## config.mk

```make
export PLATFORM = sky130hd
export DESIGN_NAME = exec_muldiv
export DESIGN_NICKNAME = d
export VERILOG_FILES = /design/src/rtl/exec_muldiv_pkg.sv /design/src/rtl/md_absneg.sv /design/src/rtl/exec_muldiv.sv
export SDC_FILE = /design/constraint.sdc
export NUM_CORES = 1
export LEC_CHECK = 0
export CAP_MARGIN = 25
export CORE_UTILIZATION = 35
export DETAILED_ROUTE_END_ITERATION = 7
export GPL_TIMING_DRIVEN = 0
export PLACE_DENSITY_LB_ADDON = 0.12
export SLEW_MARGIN = 20
export SYNTH_ARGS = -nofsm -noshare
export SYNTH_HDL_FRONTEND = slang
export SYNTH_HIERARCHICAL = 1
export SYNTH_SLANG_ARGS = --single-unit
export TNS_END_PERCENT = 30
```

## constraint.sdc

```tcl
create_clock -name clk -period 3.1 [get_ports clk]
set_input_delay 0.465 -clock clk [delete_from_list [all_inputs] [get_ports clk]]
set_output_delay 0.465 -clock clk [all_outputs]
set_load 0.05 [all_outputs]
```

## src/rtl/exec_muldiv_pkg.sv

```systemverilog
// Shared pipeline types for the Execute-stage multiply/divide unit.
// Opcode and FSM encodings plus the iteration count.
package exec_muldiv_pkg;

  localparam int MD_ITER = 32;

  typedef enum logic [1:0] {
    MD_MULT  = 2'b00,
    MD_MULTU = 2'b01,
    MD_DIV   = 2'b10,
    MD_DIVU  = 2'b11
  } md_op_e;

  typedef enum logic [1:0] {
    IDLE,
    MUL,
    DIV,
    DONE
  } md_state_e;

  typedef struct packed {
    logic isdiv;
    logic signa;
    logic signb;
  } md_ctx_t;

endpackage

```

## src/rtl/md_absneg.sv

```systemverilog
// Conditional two's-complement negate.
// Used for operand magnitudes and result sign fix-up.
module md_absneg #(
  parameter int W = 32
) (
  input  logic [W-1:0] a,
  input  logic         neg,
  output logic [W-1:0] y
);

  assign y = neg ? (~a + W'(1)) : a;

endmodule

```

## src/rtl/exec_muldiv.sv

```systemverilog
// Iterative multiply/divide unit for the Execute stage.
// 32-cycle shift-add multiply and restoring divide writing HI/LO.
module exec_muldiv
  import exec_muldiv_pkg::*;
(
  input  logic        clk,
  input  logic        rst_n,
  input  logic        startE,
  input  logic [1:0]  opE,
  input  logic [31:0] srcaE,
  input  logic [31:0] srcbE,
  input  logic        flushE,
  output logic        stallE,
  output logic        doneE,
  output logic [31:0] hi,
  output logic [31:0] lo,
  output logic        divzero
);

  localparam int CW = $clog2(MD_ITER);

  md_state_e      state;
  md_ctx_t        ctx;
  logic [CW-1:0]  cnt;
  logic [63:0]    acc;
  logic [31:0]    rem;
  logic [31:0]    dvs;

  logic           sgn_op;
  logic [31:0]    amag;
  logic [31:0]    bmag;
  logic [63:0]    prod;
  logic [31:0]    quo;
  logic [31:0]    rmd;
  logic [32:0]    msum;
  logic [32:0]    rsh;
  logic [32:0]    trial;

  assign sgn_op = (opE == MD_MULT) || (opE == MD_DIV);

  md_absneg #(.W(32)) u_absa (
    .a   (srcaE),
    .neg (sgn_op & srcaE[31]),
    .y   (amag)
  );

  md_absneg #(.W(32)) u_absb (
    .a   (srcbE),
    .neg (sgn_op & srcbE[31]),
    .y   (bmag)
  );

  md_absneg #(.W(64)) u_prod (
    .a   (acc),
    .neg (ctx.signa ^ ctx.signb),
    .y   (prod)
  );

  md_absneg #(.W(32)) u_quo (
    .a   (acc[31:0]),
    .neg (ctx.signa ^ ctx.signb),
    .y   (quo)
  );

  md_absneg #(.W(32)) u_rmd (
    .a   (rem),
    .neg (ctx.signa),
    .y   (rmd)
  );

  // acc = {partial product, unconsumed multiplier bits}
  assign msum  = {1'b0, acc[63:32]}
               + (acc[0] ? {1'b0, dvs} : 33'd0);
  assign rsh   = {rem, acc[31]};
  assign trial = rsh - {1'b0, dvs};

  assign stallE = rst_n & (
      ((state == IDLE) & startE & ~flushE)
    | (state == MUL)
    | (state == DIV));

  always_ff @(posedge clk or negedge rst_n) begin
    if (!rst_n) begin
      state   <= IDLE;
      ctx     <= '0;
      cnt     <= '0;
      acc     <= '0;
      rem     <= '0;
      dvs     <= '0;
      hi      <= '0;
      lo      <= '0;
      divzero <= 1'b0;
      doneE   <= 1'b0;
    end else begin
      doneE <= 1'b0;
      unique case (state)
        IDLE: begin
          if (startE && !flushE) begin
            ctx.isdiv <= opE[1];
            ctx.signa <= sgn_op & srcaE[31];
            ctx.signb <= sgn_op & srcbE[31];
            acc       <= {32'd0, amag};
            rem       <= '0;
            dvs       <= bmag;
            cnt       <= CW'(MD_ITER - 1);
            state     <= opE[1] ? DIV : MUL;
          end
        end
        MUL: begin
          if (flushE) begin
            state <= IDLE;
          end else begin
            acc <= {msum, acc[31:1]};
            cnt <= cnt - CW'(1);
            if (cnt == '0) state <= DONE;
          end
        end
        DIV: begin
          if (flushE) begin
            state <= IDLE;
          end else begin
            rem <= trial[32] ? rsh[31:0] : trial[31:0];
            acc <= {32'd0, acc[30:0], ~trial[32]};
            cnt <= cnt - CW'(1);
            if (cnt == '0) state <= DONE;
          end
        end
        DONE: begin
          if (!flushE) begin
            if (ctx.isdiv) begin
              hi      <= rmd;
              lo      <= quo;
              divzero <= (dvs == '0);
            end else begin
              {hi, lo} <= prod;
              divzero  <= 1'b0;
            end
            doneE <= 1'b1;
          end
          state <= IDLE;
        end
        default: state <= IDLE;
      endcase
    end
  end

endmodule

```

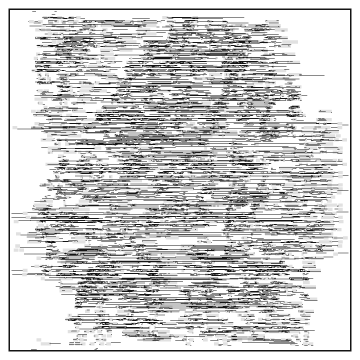
(images/m1.png)
(1.5 px per um)
share of all routed wire	49%
nets with wire on the layer	2,208
main direction	horizontal
routed wire length: 62,700 um
global-route met1 utilization: 36.2%

==> run summary <==
The layout was made with Yosys and OpenROAD.

The run finished, with violations left. The checks that failed: negative setup slack. The post-detailed-route wirelength per cell is 21.6 um.

The fraction of cell area in sequential cells is reported as 23.7%. The post-synthesis to final-layout area growth is 22.5%. The antenna diode count is 0. At floorplan, the net count of the design was reported as 2,178. The data required time at the worst endpoint is around 3.5 ns. The number of max-capacitance violations reported is 0.

The accumulated negative setup slack is -0.850 ns. Of the cells placed in the final design, the portion with a size suffix greater than 1 is ~14%. For this design, Yosys synthesis ends with a cell count of 2,031.

Per the CTS log, the maximum H-tree level is 1. The floorplan core area is 0.0494 sq mm. The power share of the clock group is 12.9%. The register with the most flip-flops in the layout has 64 of them.

The first-pass GRT wire length is 96,100 um. The share of power burned in registers is about 22%. Once the clock tree was built, the setup fixing pass inserted 19 buffers. The sum of internal, switching and leakage power is 0.0262 W. The share of synthesized cell area in full adder, half adder and majority cells is 5.54%. Counting flops with a built-in enable in the synthesized netlist gives 0. The kind of launch point of the worst setup path is a flip-flop. The critical path in this run is classified as flip-flop to flip-flop. Among all cell classes, the greatest summed area belongs to multi-input combinational cells. For reference, the critical path is captured by rem[28]. The number of antenna violations at the first check in global routing is 1. The count of flip-flops and latches is 204.

The register bit count reported by yosys is 204. The power of the sequential group is 0.00582 W. The post-route cell area is between 0.02 and 0.025 sq mm. Summed over all nets, wire length on met2 after detailed routing comes to 27,200 um. The post-place setup slack is -1.03 ns.

The data arrival time at the worst-slack endpoint is about 3.6 ns. Per the timing report, the achievable frequency comes out to ~310 MHz. Warnings raised by the tools during the run amount to 33.

The most common logic cells in the final layout are sky130_fd_sc_hd__nand2_1 (290), sky130_fd_sc_hd__o21ai_0 (240), sky130_fd_sc_hd__xnor2_1 (214), sky130_fd_sc_hd__dfrtp_1 (193), sky130_fd_sc_hd__clkdlybuf4s50_1 (134). Warnings reported by Yosys during synthesis add up to 6. The leakage power of the design is ~8.7 nW.

The average cell area after synthesis is 8.70 sq um. Setup repair after global routing could not meet its margin everywhere. The net switching component of the power is 0.0134 W. The routed metal-1 wire length is 30,700 um. The path class of the lowest-slack min-delay path is input pin to asynchronous set/reset pin.

The share of the final layout cell area in multi-input gates is 56.8%. Per report_power, the Combinational row totals 0.0170 W. OpenROAD reports that the post-layout worst path occupies 104% of the period. The top-area cell type share of the netlist area is between 20% and 30%. For this run, the detailed router reports a per-instance via density of 5.59. The switching share of power is 51.3%. The share of the synthesized netlist area taken by xor and xnor gates is a little under an eighth.

The residual DRC count is 0. The number of placed instances with taps included is 2,834. Yosys reports that the most numerous cell types are sky130_fd_sc_hd__nand2_1 (292), sky130_fd_sc_hd__o21ai_0 (254), sky130_fd_sc_hd__xnor2_1 (214). The global routing report lists combined usage of all routing layers as 24.3%. The number of gates on the worst path with buffers counted is 13. The total power per unit cell area is around 1200 mW/mm^2. The count of buffering cells on the critical path with inverters included is 3. The launching point of the worst reg2reg path is dvs[0]. Summing all placed instances gives a cell area of 0.0199 sq mm.

The die is 227 um wide. Looking at the global route congestion table, the highest-usage layer is met2. The most common cell in the netlist is sky130_fd_sc_hd__nand2_1. The post-layout utilization of the core is between 40% and 50%. The area fraction in compound gates after synthesis is 23.4%.

The non-filler instance count after layout is 2,909. The routed design uses 3640 um of met3 wire. The main kind of combinational logic by area is AND-OR/OR-AND gates. The clock tree has to reach roughly 200 sinks.

TritonCTS created 27 clock buffers. For the worst-skew pair, the clock arrives at the later sink with an insertion delay of about 0.57 ns. The mux cell area share after synthesis is 7.34%. The worst-case reg-to-reg path depth is 13. The buffer type at the clock tree root is sky130_fd_sc_hd__clkbuf_16.

The most frequently used flop master after synthesis is sky130_fd_sc_hd__dfrtp_1. In this run the count of I/O pins placed on the die edge is 137. The combinational gate area is 0.0123 sq mm. The cell family with the largest share of critical-path delay is AND-OR/OR-AND gates. Per the final report, max-transition violations number 0. The final antenna-violating net count is 0. The synthesized netlist occupies a cell area of between 0.015 and 0.02 sq mm. The kind of end point of the critical path is a flip-flop. The layout net count is 2,372. Entering global routing, the biggest net connects 91 pins. After its last routability iteration, the placer logged a weighted congestion of 0.898. The maximum clock insertion buffer count is 3.

The critical path starts at dvs[0]. The critical path maximum fanout is 5. Hold timing on the final database bottoms out at a slack of 0.362 ns.

The number of ordinary and repair buffers in the finished layout is around 270. The clock network takes up 4.38% of total cell area after layout. Of all flip-flops after synthesis, the portion carrying an async set or reset was 100%. In the post-route analysis, the smallest setup slack over all paths is -0.115 ns. The post-layout minimum cycle time is approximately 3.2 ns.

The power report lists cell-internal power as 0.0128 W. In the final layout, the clock buffer count is 34. In this run the critical register-to-register path is captured at rem[28]. The highest routing layer actually used is met4. The number of combinational gates with multiple inputs is ~1,700. In the log, the iteration count for the first detailed-route pass is 5. The power report attributes to the combinational group a share of 64.9%. Routing resource usage on met3 recorded by global route was 3.06%. For the final database, setup skew stands at 0.0224 ns. After filler insertion, the fill cell instance count of the layout stands at 4,972. The violation count after the first detailed-routing iteration is roughly 1,300.

The gate count after technology mapping is 2,031. The total of endpoints with negative setup slack in the final report is 13. The via total after detailed routing is 16,300. The buffering overhead is 10.1%. In this run the full chip footprint comes out at 0.0514 sq mm. The signal on the critical path passes through ha_4 -> fa_2 -> nand2b_4 -> a211oi_4 -> o211ai_2 -> a211o_1 -> a21o_1 -> a211oi_2 -> buf_6 -> buf_4 -> clkbuf_16 -> mux2i_1 -> o21ai_1. At the pin with the least slew margin, the transition time is about 0.9 ns. The number of buffers inserted by hold repair at cts is 1.

Yosys attributes the largest share of cell area to sky130_fd_sc_hd__dfrtp_1 (29%), sky130_fd_sc_hd__xnor2_1 (11%), sky130_fd_sc_hd__o21ai_0 (7.2%), sky130_fd_sc_hd__nand2_1 (6.2%), sky130_fd_sc_hd__ha_1 (5.3%). The routing usage on met2 is 37.0%. The floorplan step records an initial core utilization of a little over a third.

The clock tree from TritonCTS is yes. The die is 227 um tall.
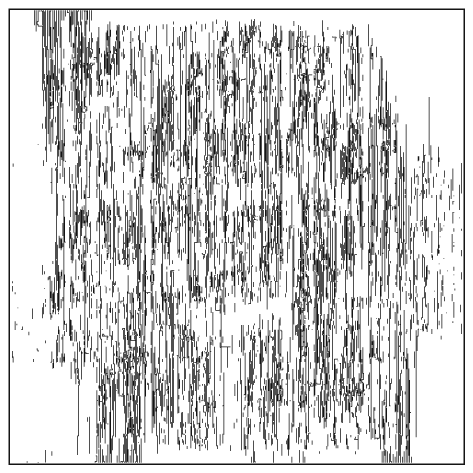
(images/m2.png)
(2 px per um)
longest straight run	72.3 um
share of all routed wire	43%
wire length on this layer	27.2 mm
main direction	vertical

Power is estimated from default activity; no workload was simulated.
